[config.mk]
export PLATFORM = sky130hd
export DESIGN_NAME = uart_rx
export DESIGN_NICKNAME = d
export VERILOG_FILES = /design/src/rtl/uart_rx.sv
export SDC_FILE = /design/constraint.sdc
export NUM_CORES = 1
export LEC_CHECK = 0
export ABC_CLOCK_PERIOD_IN_PS = 4400
export CAP_MARGIN = 10
export CORE_UTILIZATION = 42
export DETAILED_ROUTE_END_ITERATION = 8
export HOLD_SLACK_MARGIN = 0.06
export SLEW_MARGIN = 20
export SYNTH_ARGS = -nofsm -noshare
export SYNTH_HDL_FRONTEND = slang
export SYNTH_SLANG_ARGS = --single-unit
[constraint.sdc]
create_clock -name i_clk -period 4.4 [get_ports i_clk]
set_clock_uncertainty 0.05 [all_clocks]
set_input_delay 0.66 -clock i_clk [delete_from_list [all_inputs] [get_ports i_clk]]
set_output_delay 0.66 -clock i_clk [all_outputs]
set_load 0.02 [all_outputs]
[src/rtl/uart_rx.sv]
// UART receiver: 16x-oversampled start/data(LSB first)/stop deserialiser with done strobe.
// Latency: 2-cycle synchroniser plus bit timing; o_rx_done registered one cycle after final stop tick.
// Backpressure: none; o_data is held only until the next completed frame overwrites it.
module uart_rx #(
    parameter int DATA_BITS    = 8,
    parameter int OVERSAMPLING = 16,
    parameter int STOP_TICKS   = 16
) (
    input  logic                 i_clk,
    input  logic                 i_reset,
    input  logic                 i_tick,
    input  logic                 i_rx,
    output logic [DATA_BITS-1:0] o_data,
    output logic                 o_rx_done,
    output logic                 o_frame_error
);

    localparam int SMAX = (OVERSAMPLING > STOP_TICKS) ? OVERSAMPLING : STOP_TICKS;
    localparam int SW   = (SMAX > 1) ? $clog2(SMAX) : 1;
    localparam int NW   = (DATA_BITS > 1) ? $clog2(DATA_BITS) : 1;

    localparam logic [SW-1:0] S_HALF = SW'(OVERSAMPLING / 2 - 1);
    localparam logic [SW-1:0] S_BIT  = SW'(OVERSAMPLING - 1);
    localparam logic [SW-1:0] S_STOP = SW'(STOP_TICKS - 1);
    localparam logic [NW-1:0] N_LAST = NW'(DATA_BITS - 1);

    typedef enum logic [1:0] {IDLE, START, DATA, STOP} state_t;

    state_t               state, state_nxt;
    logic                 rx_meta, rx_s;
    logic [SW-1:0]        s, s_nxt;
    logic [NW-1:0]        n, n_nxt;
    logic [DATA_BITS-1:0] shift, shift_nxt;
    logic [DATA_BITS-1:0] data_nxt;
    logic                 done_nxt;
    logic                 ferr_nxt;

    // Idle-high line: synchroniser resets to 1 so reset never looks like a start edge.
    always_ff @(posedge i_clk or posedge i_reset) begin
        if (i_reset) begin
            rx_meta <= 1'b1;
            rx_s    <= 1'b1;
        end else begin
            rx_meta <= i_rx;
            rx_s    <= rx_meta;
        end
    end

    always_ff @(posedge i_clk or posedge i_reset) begin
        if (i_reset) state <= IDLE;
        else         state <= state_nxt;
    end

    always_comb begin
        state_nxt = state;
        case (state)
            IDLE:    if (!rx_s) state_nxt = START;
            START:   if (i_tick && s == S_HALF) state_nxt = rx_s ? IDLE : DATA;
            DATA:    if (i_tick && s == S_BIT && n == N_LAST) state_nxt = STOP;
            STOP:    if (i_tick && s == S_STOP) state_nxt = IDLE;
            default: state_nxt = IDLE;
        endcase
    end

    always_comb begin
        s_nxt     = s;
        n_nxt     = n;
        shift_nxt = shift;
        data_nxt  = o_data;
        ferr_nxt  = o_frame_error;
        done_nxt  = 1'b0;
        case (state)
            IDLE: begin
                if (!rx_s) s_nxt = '0;
            end
            START: begin
                if (i_tick) begin
                    if (s == S_HALF) begin
                        if (!rx_s) begin
                            s_nxt = '0;
                            n_nxt = '0;
                        end
                    end else begin
                        s_nxt = s + 1'b1;
                    end
                end
            end
            DATA: begin
                if (i_tick) begin
                    if (s == S_BIT) begin
                        s_nxt                    = '0;
                        shift_nxt                = shift >> 1;
                        shift_nxt[DATA_BITS-1]   = rx_s;
                        if (n != N_LAST) n_nxt   = n + 1'b1;
                    end else begin
                        s_nxt = s + 1'b1;
                    end
                end
            end
            STOP: begin
                if (i_tick) begin
                    if (s == S_STOP) begin
                        data_nxt = shift;
                        ferr_nxt = ~rx_s;
                        done_nxt = 1'b1;
                    end else begin
                        s_nxt = s + 1'b1;
                    end
                end
            end
            default: ;
        endcase
    end

    always_ff @(posedge i_clk or posedge i_reset) begin
        if (i_reset) begin
            s             <= '0;
            n             <= '0;
            shift         <= '0;
            o_data        <= '0;
            o_rx_done     <= 1'b0;
            o_frame_error <= 1'b0;
        end else begin
            s             <= s_nxt;
            n             <= n_nxt;
            shift         <= shift_nxt;
            o_data        <= data_nxt;
            o_rx_done     <= done_nxt;
            o_frame_error <= ferr_nxt;
        end
    end

endmodule
### Metal layers overlaid, run 1

The bar under the picture is 20 um long. Only two layers are drawn.
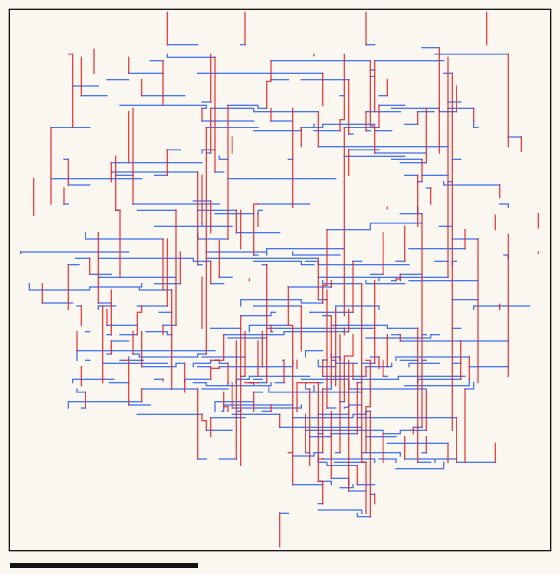
| layer | color | wire length |
|---|---|---|
| M1 | blue | 1020 um |
| M2 | red | 928 um |
Routed WL per cell: 14.01 um
GRT Util Overall: 15.64%
via count: 829
WL final: 2.115 mm

### Power grid, run 1

The bar under the picture is 20 um long. Pins as bars on the die edge. Tap cells in gray.
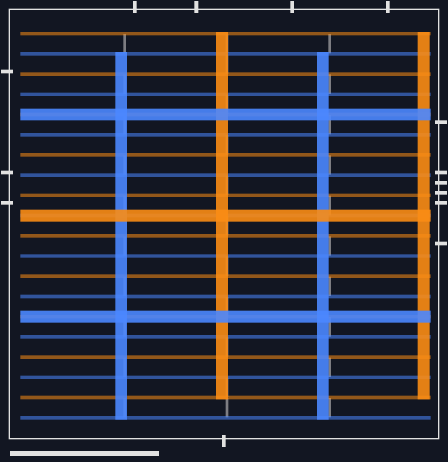
| net | color |
|---|---|
| VSS | blue |
| VDD | orange |
met1 rails: 20
met4 straps: 4
rows: 19
met5 straps: 3
tap cells: 31
Worst VDD drop: 0.0002727 V
die height: 57.58 um
die width: 57.58 um
Core Area: 0.002853 mm2

==> run_results.csv, run 1 <==
group,metric,value,unit
synth,yosysChipArea,0.001297,mm2
detailed_routing,drc,1,
synth,ff_type,"dfrtp_1",
detailed_routing,drt_iter0_markers,20,
sta,setup_viol,0,
sta,final.period_utilization,54.23,%
synth,synthXorXnorAreaFrac,0,%
global_routing,busiest_layer,"met1",
sta,rsz0062_at_grt,"false",
synth,ys_cells,103,
floorplanning,die-area,0.003315,mm2
setup_path,reg2regPathDepth,4,
status,violations,"design-rule violations",
final_layout,combGateArea,519.2,um2
pwr,p_sw,216.7,uW
clock_tree,clk_path_buf_depth,2,
placement,placed_cells,143,
clock_tree,cts_post_setup_buffers_inserted,0,
synth,top_cells_by_count,"dfrtp_1 (27), mux2_2 (17), nor2_1 (8)",
final_layout,final_common_cell,"dfrtp_1",
synth,yosys.area_share.simple,11.57,%
synth,yosys.area.top_type,"dfrtp_1",
detailed_routing,met2_length,927,um
pwr,seq_power_share,48.7,%
setup_path,crit_cells,4,
synth,mux_area_share,17.07,%
clock_tree,clk_latency,0.33,ns
setup_path,endpoint_kind,"register",
placement,dp_hpwl,1.406,mm
synth,synthAoiAreaFrac,8.486,%
sta,fin_ws,2.014,ns
clock_tree,ctsHoldBuffers,0,
pwr,netSwitchingFraction,29.94,%
setup_path,crit_arrival,2.54,ns
placement,globalplace.congestion,0.7953,
final_layout,clock_buffers,7,
detailed_routing,vias_per_cell,5.490,
global_routing,antenna_found_initial,0,
final_layout,n_antenna_cell,0,
sta,hold_viol,0,
status,outcome,"complete, but fails checks",
### Cell classes on the final placement, run 1

The bar under the picture is 20 um long.
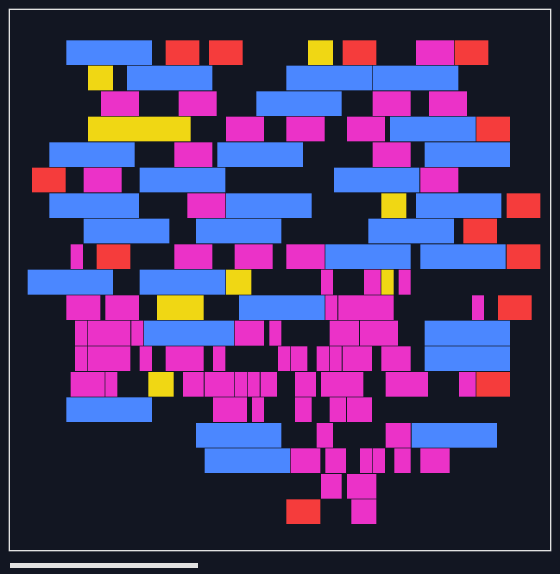
| class | color | cells |
|---|---|---|
| registers | blue | 29 |
| remaining logic cells | magenta | 70 |
| clock drivers and dummy loads | yellow | 8 |
| remaining buffers and delay cells | red | 13 |
final core utilization: 53.42%
sequential cell area share: 47.78%
design area: 0.001524 mm2
# rows: 19

### Clock network drawn from the DEF, run 1

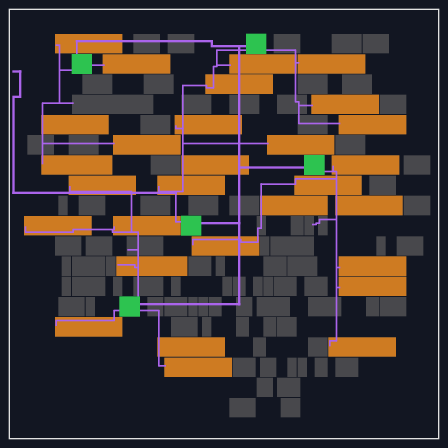

## Run 2: what changed since run 1
--- a/config.mk
+++ b/config.mk
@@ -5,7 +5,7 @@
 export SDC_FILE = /design/constraint.sdc
 export NUM_CORES = 1
 export LEC_CHECK = 0
-export ABC_CLOCK_PERIOD_IN_PS = 4400
+export ABC_CLOCK_PERIOD_IN_PS = 2020
 export CAP_MARGIN = 10
 export CORE_UTILIZATION = 42
 export DETAILED_ROUTE_END_ITERATION = 8
==> constraint.sdc (replaced) <==
create_clock -name i_clk -period 2.02 [get_ports i_clk]
set_clock_uncertainty 0.05 [all_clocks]
set_input_delay 0.303 -clock i_clk [delete_from_list [all_inputs] [get_ports i_clk]]
set_output_delay 0.303 -clock i_clk [all_outputs]
set_load 0.02 [all_outputs]
### Clock network drawn from the DEF, run 2

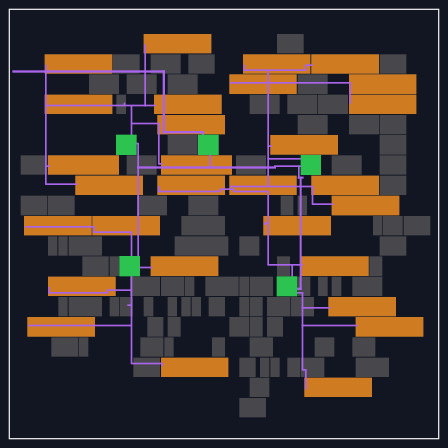
[flip-flops] orange | count: 29
[clock-net drivers] green | count: 5
[clock wires] purple | length: 350 um
routed clock nets: 6
flops lie: all over the die
Clk pwr share: 23.2%
Clk. pwr: 326 uW
clk ins delay skew pair: 0.31 ns

### Metal layers overlaid, run 2

The bar under the picture is 20 um long. Only two layers are drawn.
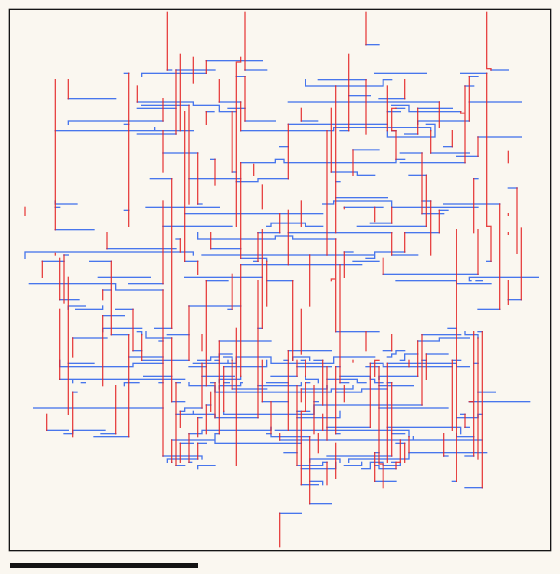
| layer | color | wire length |
|---|---|---|
| M2 | red | 925 um |
| M1 | blue | 1060 um |
Routed WL per cell: 13.55 um
via count: 819
WL final: 2.086 mm

==> run_results.csv, run 2 <==
group,metric,value,unit
pwr,vdd_drop_max,0.0004972,V
sta,setup_viol,0,
final_layout,final_common_cell,"dfrtp_1",
floorplanning,rows,19,
sta,fin_ws,0.2375,ns
detailed_routing,drt_iter0_markers,11,
status,outcome,"complete, but fails checks",
placement,globalplace.congestion,0.7853,
global_routing,busiest_layer,"met2",
clock_tree,ctsHoldBuffers,0,
detailed_routing,drc,1,
sta,rsz0062_at_grt,"false",
synth,synthXorXnorAreaFrac,0,%
setup_path,crit_arrival,1.94,ns
final_layout,combGateArea,519.2,um2
setup_path,crit_cells,5,
pwr,seq_power_share,54.6,%
detailed_routing,vias_per_cell,5.318,
status,violations,"design-rule violations",
global_routing,antenna_found_initial,0,
clock_tree,clk_path_buf_depth,2,
pwr,p_sw,460.4,uW
final_layout,n_antenna_cell,0,
placement,dp_hpwl,1.446,mm
synth,ff_type,"dfrtp_1",
final_layout,final_area,0.001525,mm2
final_layout,clock_buffers,6,
setup_path,endpoint_kind,"register",
detailed_routing,met2_length,925,um
final_layout,seq_share,47.74,%
floorplanning,fp.dieH,57.58,um
floorplanning,die_w,57.58,um
synth,yosys.area_share.simple,11.57,%
synth,yosysChipArea,0.001297,mm2
synth,yosys.area.top_type,"dfrtp_1",
floorplanning,die-area,0.003315,mm2
pwr,netSwitchingFraction,32.79,%
synth,mux_area_share,17.07,%
global_routing,grt_usage,15.00,%
placement,placed_cells,146,
Power and IR drop assume default switching activity.
